$ cat src/rtl/sync_edge_filter_pkg.sv
// Shared types and defaults for the synchronizer edge-filter slice.
package sys_structs;

  typedef struct packed {
    logic rise;
    logic fall;
  } edge_evt_s;

  localparam int unsigned DEFAULT_FILTER_DEPTH = 3;

  function automatic edge_evt_s make_evt(input logic old_level);
    edge_evt_s evt;
    evt.rise = ~old_level;
    evt.fall = old_level;
    return evt;
  endfunction

endpackage

$ cat src/rtl/sync_edge_filter_bit.sv
// One-bit deglitch filter: mismatch run counter, accepted level and edge pulse registers.
module sync_edge_filter_bit
  import sys_structs::*;
#(
  parameter int unsigned FILTER_DEPTH = DEFAULT_FILTER_DEPTH,
  parameter logic        RESET_LEVEL  = 1'b0
) (
  input  logic      clk,
  input  logic      async_rst_n,
  input  logic      clk_en,
  input  logic      sync_i,
  output logic      level_o,
  output edge_evt_s evt_o,
  output edge_evt_s evt_d_o
);

  localparam int unsigned COUNT_WIDTH = $clog2(FILTER_DEPTH + 1);
  localparam logic [COUNT_WIDTH-1:0] LAST_CNT = COUNT_WIDTH'(FILTER_DEPTH - 1);

  logic [COUNT_WIDTH-1:0] cnt_q, cnt_d;
  logic                   level_q, level_d;
  edge_evt_s              evt_q, evt_d;

  // Disabled cycles hold count and level but still drop any pending pulse.
  always_comb begin
    cnt_d   = cnt_q;
    level_d = level_q;
    evt_d   = '0;
    if (clk_en) begin
      if (sync_i == level_q) begin
        cnt_d = '0;
      end else if (cnt_q == LAST_CNT) begin
        level_d = ~level_q;
        cnt_d   = '0;
        evt_d   = make_evt(level_q);
      end else begin
        cnt_d = cnt_q + COUNT_WIDTH'(1);
      end
    end
  end

  always_ff @(posedge clk or negedge async_rst_n) begin
    if (!async_rst_n) begin
      cnt_q   <= '0;
      level_q <= RESET_LEVEL;
      evt_q   <= '0;
    end else begin
      cnt_q   <= cnt_d;
      level_q <= level_d;
      evt_q   <= evt_d;
    end
  end

  assign level_o = level_q;
  assign evt_o   = evt_q;
  assign evt_d_o = evt_d;

endmodule

$ cat src/rtl/sync_edge_filter.sv
// Per-bit stability filter with registered rise/fall strobes and an aggregate change flag.
module sync_edge_filter
  import sys_structs::*;
#(
  parameter int unsigned                 CHAIN_WIDTH  = 4,
  parameter int unsigned                 FILTER_DEPTH = DEFAULT_FILTER_DEPTH,
  parameter logic [CHAIN_WIDTH-1:0]      RESET_LEVEL  = '0
) (
  input  logic                   clk,
  input  logic                   async_rst_n,
  input  logic                   clk_en,
  input  logic [CHAIN_WIDTH-1:0] sync_data_i,
  output logic [CHAIN_WIDTH-1:0] filtered_o,
  output logic [CHAIN_WIDTH-1:0] rise_o,
  output logic [CHAIN_WIDTH-1:0] fall_o,
  output logic                   change_o
);

  logic [CHAIN_WIDTH-1:0] rise_d, fall_d;
  logic                   change_q, change_d;

  for (genvar g = 0; g < CHAIN_WIDTH; g++) begin : g_bit
    edge_evt_s evt_q, evt_d;

    sync_edge_filter_bit #(
      .FILTER_DEPTH (FILTER_DEPTH),
      .RESET_LEVEL  (RESET_LEVEL[g])
    ) u_bit (
      .clk         (clk),
      .async_rst_n (async_rst_n),
      .clk_en      (clk_en),
      .sync_i      (sync_data_i[g]),
      .level_o     (filtered_o[g]),
      .evt_o       (evt_q),
      .evt_d_o     (evt_d)
    );

    assign rise_o[g] = evt_q.rise;
    assign fall_o[g] = evt_q.fall;
    assign rise_d[g] = evt_d.rise;
    assign fall_d[g] = evt_d.fall;
  end

  // Built from the per-bit next-state pulses so it lands in the same cycle as them.
  always_comb begin
    change_d = |(rise_d | fall_d);
  end

  always_ff @(posedge clk or negedge async_rst_n) begin
    if (!async_rst_n) begin
      change_q <= 1'b0;
    end else begin
      change_q <= change_d;
    end
  end

  assign change_o = change_q;

endmodule

$ cat config.mk
export PLATFORM = sky130hd
export DESIGN_NAME = sync_edge_filter
export DESIGN_NICKNAME = d
export VERILOG_FILES = /design/src/rtl/sync_edge_filter_pkg.sv /design/src/rtl/sync_edge_filter_bit.sv /design/src/rtl/sync_edge_filter.sv
export SDC_FILE = /design/constraint.sdc
export NUM_CORES = 1
export LEC_CHECK = 0
export CORE_MARGIN = 2
export CORE_UTILIZATION = 38
export DETAILED_ROUTE_END_ITERATION = 12
export PLACE_DENSITY_LB_ADDON = 0.1
export SKIP_CTS_REPAIR_TIMING = 1
export SLEW_MARGIN = 20
export SYNTH_ARGS = -nofsm -noshare
export SYNTH_HDL_FRONTEND = slang
export SYNTH_SLANG_ARGS = --single-unit
$ cat constraint.sdc
create_clock -name clk -period 4.3 [get_ports clk]
set_clock_uncertainty 0.15 [all_clocks]
set_input_delay 0.645 -clock clk [delete_from_list [all_inputs] [get_ports clk]]
set_output_delay 0.645 -clock clk [all_outputs]
set_load 0.01 [all_outputs]
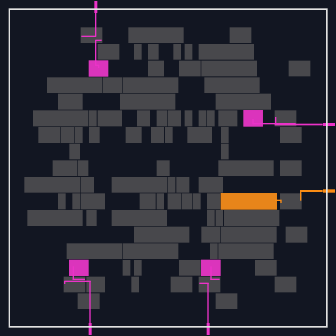
(images/io_fan.png)
`change_o` -> orange  # bits 1, direction output, edge right, end cells 1, wire 6.20 µm
`sync_data_i` -> magenta  # bits 4, direction input, edge 2 bottom, 1 top, 1 right, end cells 4, wire 55.1 µm

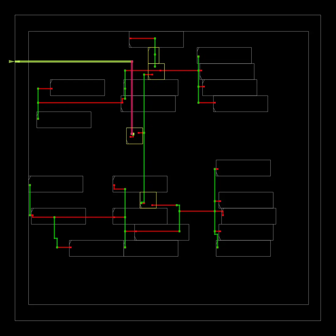
(images/clocks.png)
clk pwr: 0.0000885 W
CTS buffer count: 3
flop count: 21
clock sinks: 21
worst-skew pair later-pin latency: 290 ps

==> Changelog: implementation <==
### Physical design

- Mean Syn Cell Area: about 11 µm²
- Max-Cap Viols: 0
- Worst-path clk slew: about 110 ps
- Initial antenna violation count: 0
- Ant. Diodes: 0
- Max clock buf depth: 2
- Final ANT Viol Nets: 0
- Die W: 51.7 µm
- Setup TNS: 0 ps
- Worst path bufs/invs: 1
- Actual slew at the worst max-slew pin: approximately 870 ps
- Synth warn: 0
- Max Fanout on Critical Path: 5
- CTS tree: yes
- Max Clock Freq: 475 MHz
- Critical path arrival: roughly 1300 ps
- Ys cells: approximately 77
- Root cell of the clock tree: clkbuf_4
- Vias: approximately 560
- Setup crit start kind: register
- Leakage: 0.490 nW
- Post-Route WL: roughly 1200 µm
- Outcome: finished clean
- VDD IR-drop max: 266 µV
- PortBufs: 19
- Post-synth EDFFs: 0
- Yosys Chip Area: roughly 870 µm²
- Post-Syn Nets: 84
- Syn-to-layout area delta: 25.3%
- H-tree depth: 1
- OpenROAD warning count: 26
- Final Cell Area: about 1100 µm²
- Share of flip-flops with an asynchronous set or reset: 100%
- GPL Wtd Cong: 0.693
- Synth Cell Area: 866 µm²
- Die Size: 2680 µm²
- Ys flop type: dfrtp_1
- Required time worst endpoint: 3500 ps
- DRC viols: 0
- Period utilization: 48.9%
- Seq/Total Area, Yosys: between 60% and 70%
- Setup crit end kind: primary output
- Area leader, netlist: dfrtp_1
- CP Class: reg2out
- Unrepaired setup endpoints after global routing: no
- First-pass GRT wire length: ~2100 µm
- Grt ovf: 0
- Placed wire-length estimate: approximately 900 µm
- Slew Limit Fails: 0
- Flops after synth: 21
- Total GRT Usage: between 10% and 20%
- Vert. Die Dim: between 50 and 60 µm
- Setup violators final: 0
- Largest type area fraction: about 61%
- Post-Syn Instances: 77
- Cell area leaders: dfrtp_1 (61%), xnor2_1 (6.1%), buf_4 (3.5%), inv_1 (3.5%), nor2_1 (3.5%)
- # IOs: 20
- DR WL/cell: between 10 and 15 µm
- Core footprint: approximately 2200 µm²
- Layout cells sized above 1: between 10% and 20%
- Flop2flop setup slack: 2810 ps
- CP max-delay cell: clkdlybuf4s50_1
- Vias in the first global route: a little over 500
- Nets: around 100
- Final hold vios: 0
- Top-count cell post-synth: dfrtp_1
- Post-synth cell types: 17
- Final Util: between 40 and 50%
- Drt first pass iters: 4
- Largest net degree at the start of global routing: 22
- DP Area: 1060 µm²
- Final min period: roughly 2100 ps
- Most common library cells after synthesis: dfrtp_1 (21), inv_1 (8), nor2_1 (8)
- Slew HR: 42.0%
- Largest stage delay on the critical path: between 500 and 600 ps
- Avg Vias per Cell: around 4.6
- Row cnt: 17
- 1st-iter DRT viols: 4
- FP Core Util: between 30% and 40%
- Min-delay worst type: reg2reg
- Top delay family on crit path: buffers and inverters
- Pwr dens: 553 nW/µm²
- Cell chain of the critical path: clkdlybuf4s50_1
final timing paths:
kind                                      endpoint               startpoint  cells past startpoint
max                                  filtered_o[1]   g_bit[1].u_bit.level_o                      1
min                        g_bit[1].u_bit.cnt_q[0]  g_bit[1].u_bit.cnt_q[0]                      2
max reg2reg                 g_bit[2].u_bit.level_o   g_bit[2].u_bit.level_o                      3
min reg2reg                g_bit[1].u_bit.cnt_q[0]  g_bit[1].u_bit.cnt_q[0]                      2
max in group asynchronous  g_bit[0].u_bit.evt_o[1]              async_rst_n                      1
min in group asynchronous  g_bit[1].u_bit.evt_o[1]              async_rst_n                      1
state kept, by name, indices dropped and copies added (netlist names):
register and cells:
g_bit.u_bit.cnt_q 8, g_bit.u_bit.level_o 4, g_bit.u_bit.evt_o 8, change_o 1
cells by family after synthesis:
kind of cell,after synthesis,synth area share (%)
DFF,21,60.7
and+or+nand+nor,27,17.2
buffers and inverters,13,7.37
xor gates and xnor gates,8,8.09
AOI/OAI and AO/OA,6,4.05
muxes,2,2.60
layout by cell type (no fill, tap or decap):
cell | netlist | layout
mux2_2 | 2 | 2
xnor2_1 | 6 | 6
nor2_1 | 8 | 8
o21ai_0 | 2 | 2
clkbuf_4 | 0 | 3
o22ai_1 | 4 | 4
or3_4 | 2 | 2
clkinv_2 | 0 | 1
clkdlybuf4s50_1 | 0 | 19
nand3_1 | 2 | 2
nand2_1 | 6 | 6
nand2b_1 | 4 | 4
dfrtp_1 | 21 | 21
xor2_1 | 2 | 2
nand4_1 | 1 | 1
inv_1 | 8 | 8
nor3_1 | 2 | 2
or3b_4 | 2 | 2
through the flow:
stage                     hold slack (ps)  instances  worst slack [ps]  power (W)
after floorplan                       199         77              2700   0.000454
after global placement                352        119              1970   0.000509
after detailed placement              350        119              1910   0.000516
after CTS                             389        123              2170   0.000607
after global routing                  415        123              2120   0.000647
final                                 386        123              2200   0.000599
layer usage:
layer | global-route usage [%] | routed length [µm] | vias to the layer above
met1 | 13.7 | 559 | 261
met5 | 0 | 0 | -
met3 | 4.02 | 96 | 2
li1 | - | - | 282
met4 | 9.21 | 12 | 0
met2 | 15.4 | 577 | 16
report_power, final:
| part | internal [W] | switching (W) | total, W |
|---|---|---|---|
| sequential | 0.000254 | 0.0000520 | 0.000306 |
| combinational | 0.000117 | 0.0000882 | 0.000205 |
| clock | 0.0000346 | 0.0000539 | 0.0000885 |
worst min-delay path, delay by kind of cell (launching register included):
kind / cells / cell delay [ps]
AND/OR/NAND/NOR: 1 / 60
flip-flops: 1 / 370
AND-OR/OR-AND: 1 / 70
area by class of cell:
class	count	area, µm²
multi-input cells	43	277
repair buffers	19	190
flip-flops and latches	21	526
fillers	215	1110
inverters	8	30.0
well taps	28	35.0
clock inverters	1	5.00
clock buffers	3	22.5
No activity file was given, so power comes from the tool's default toggle rates.
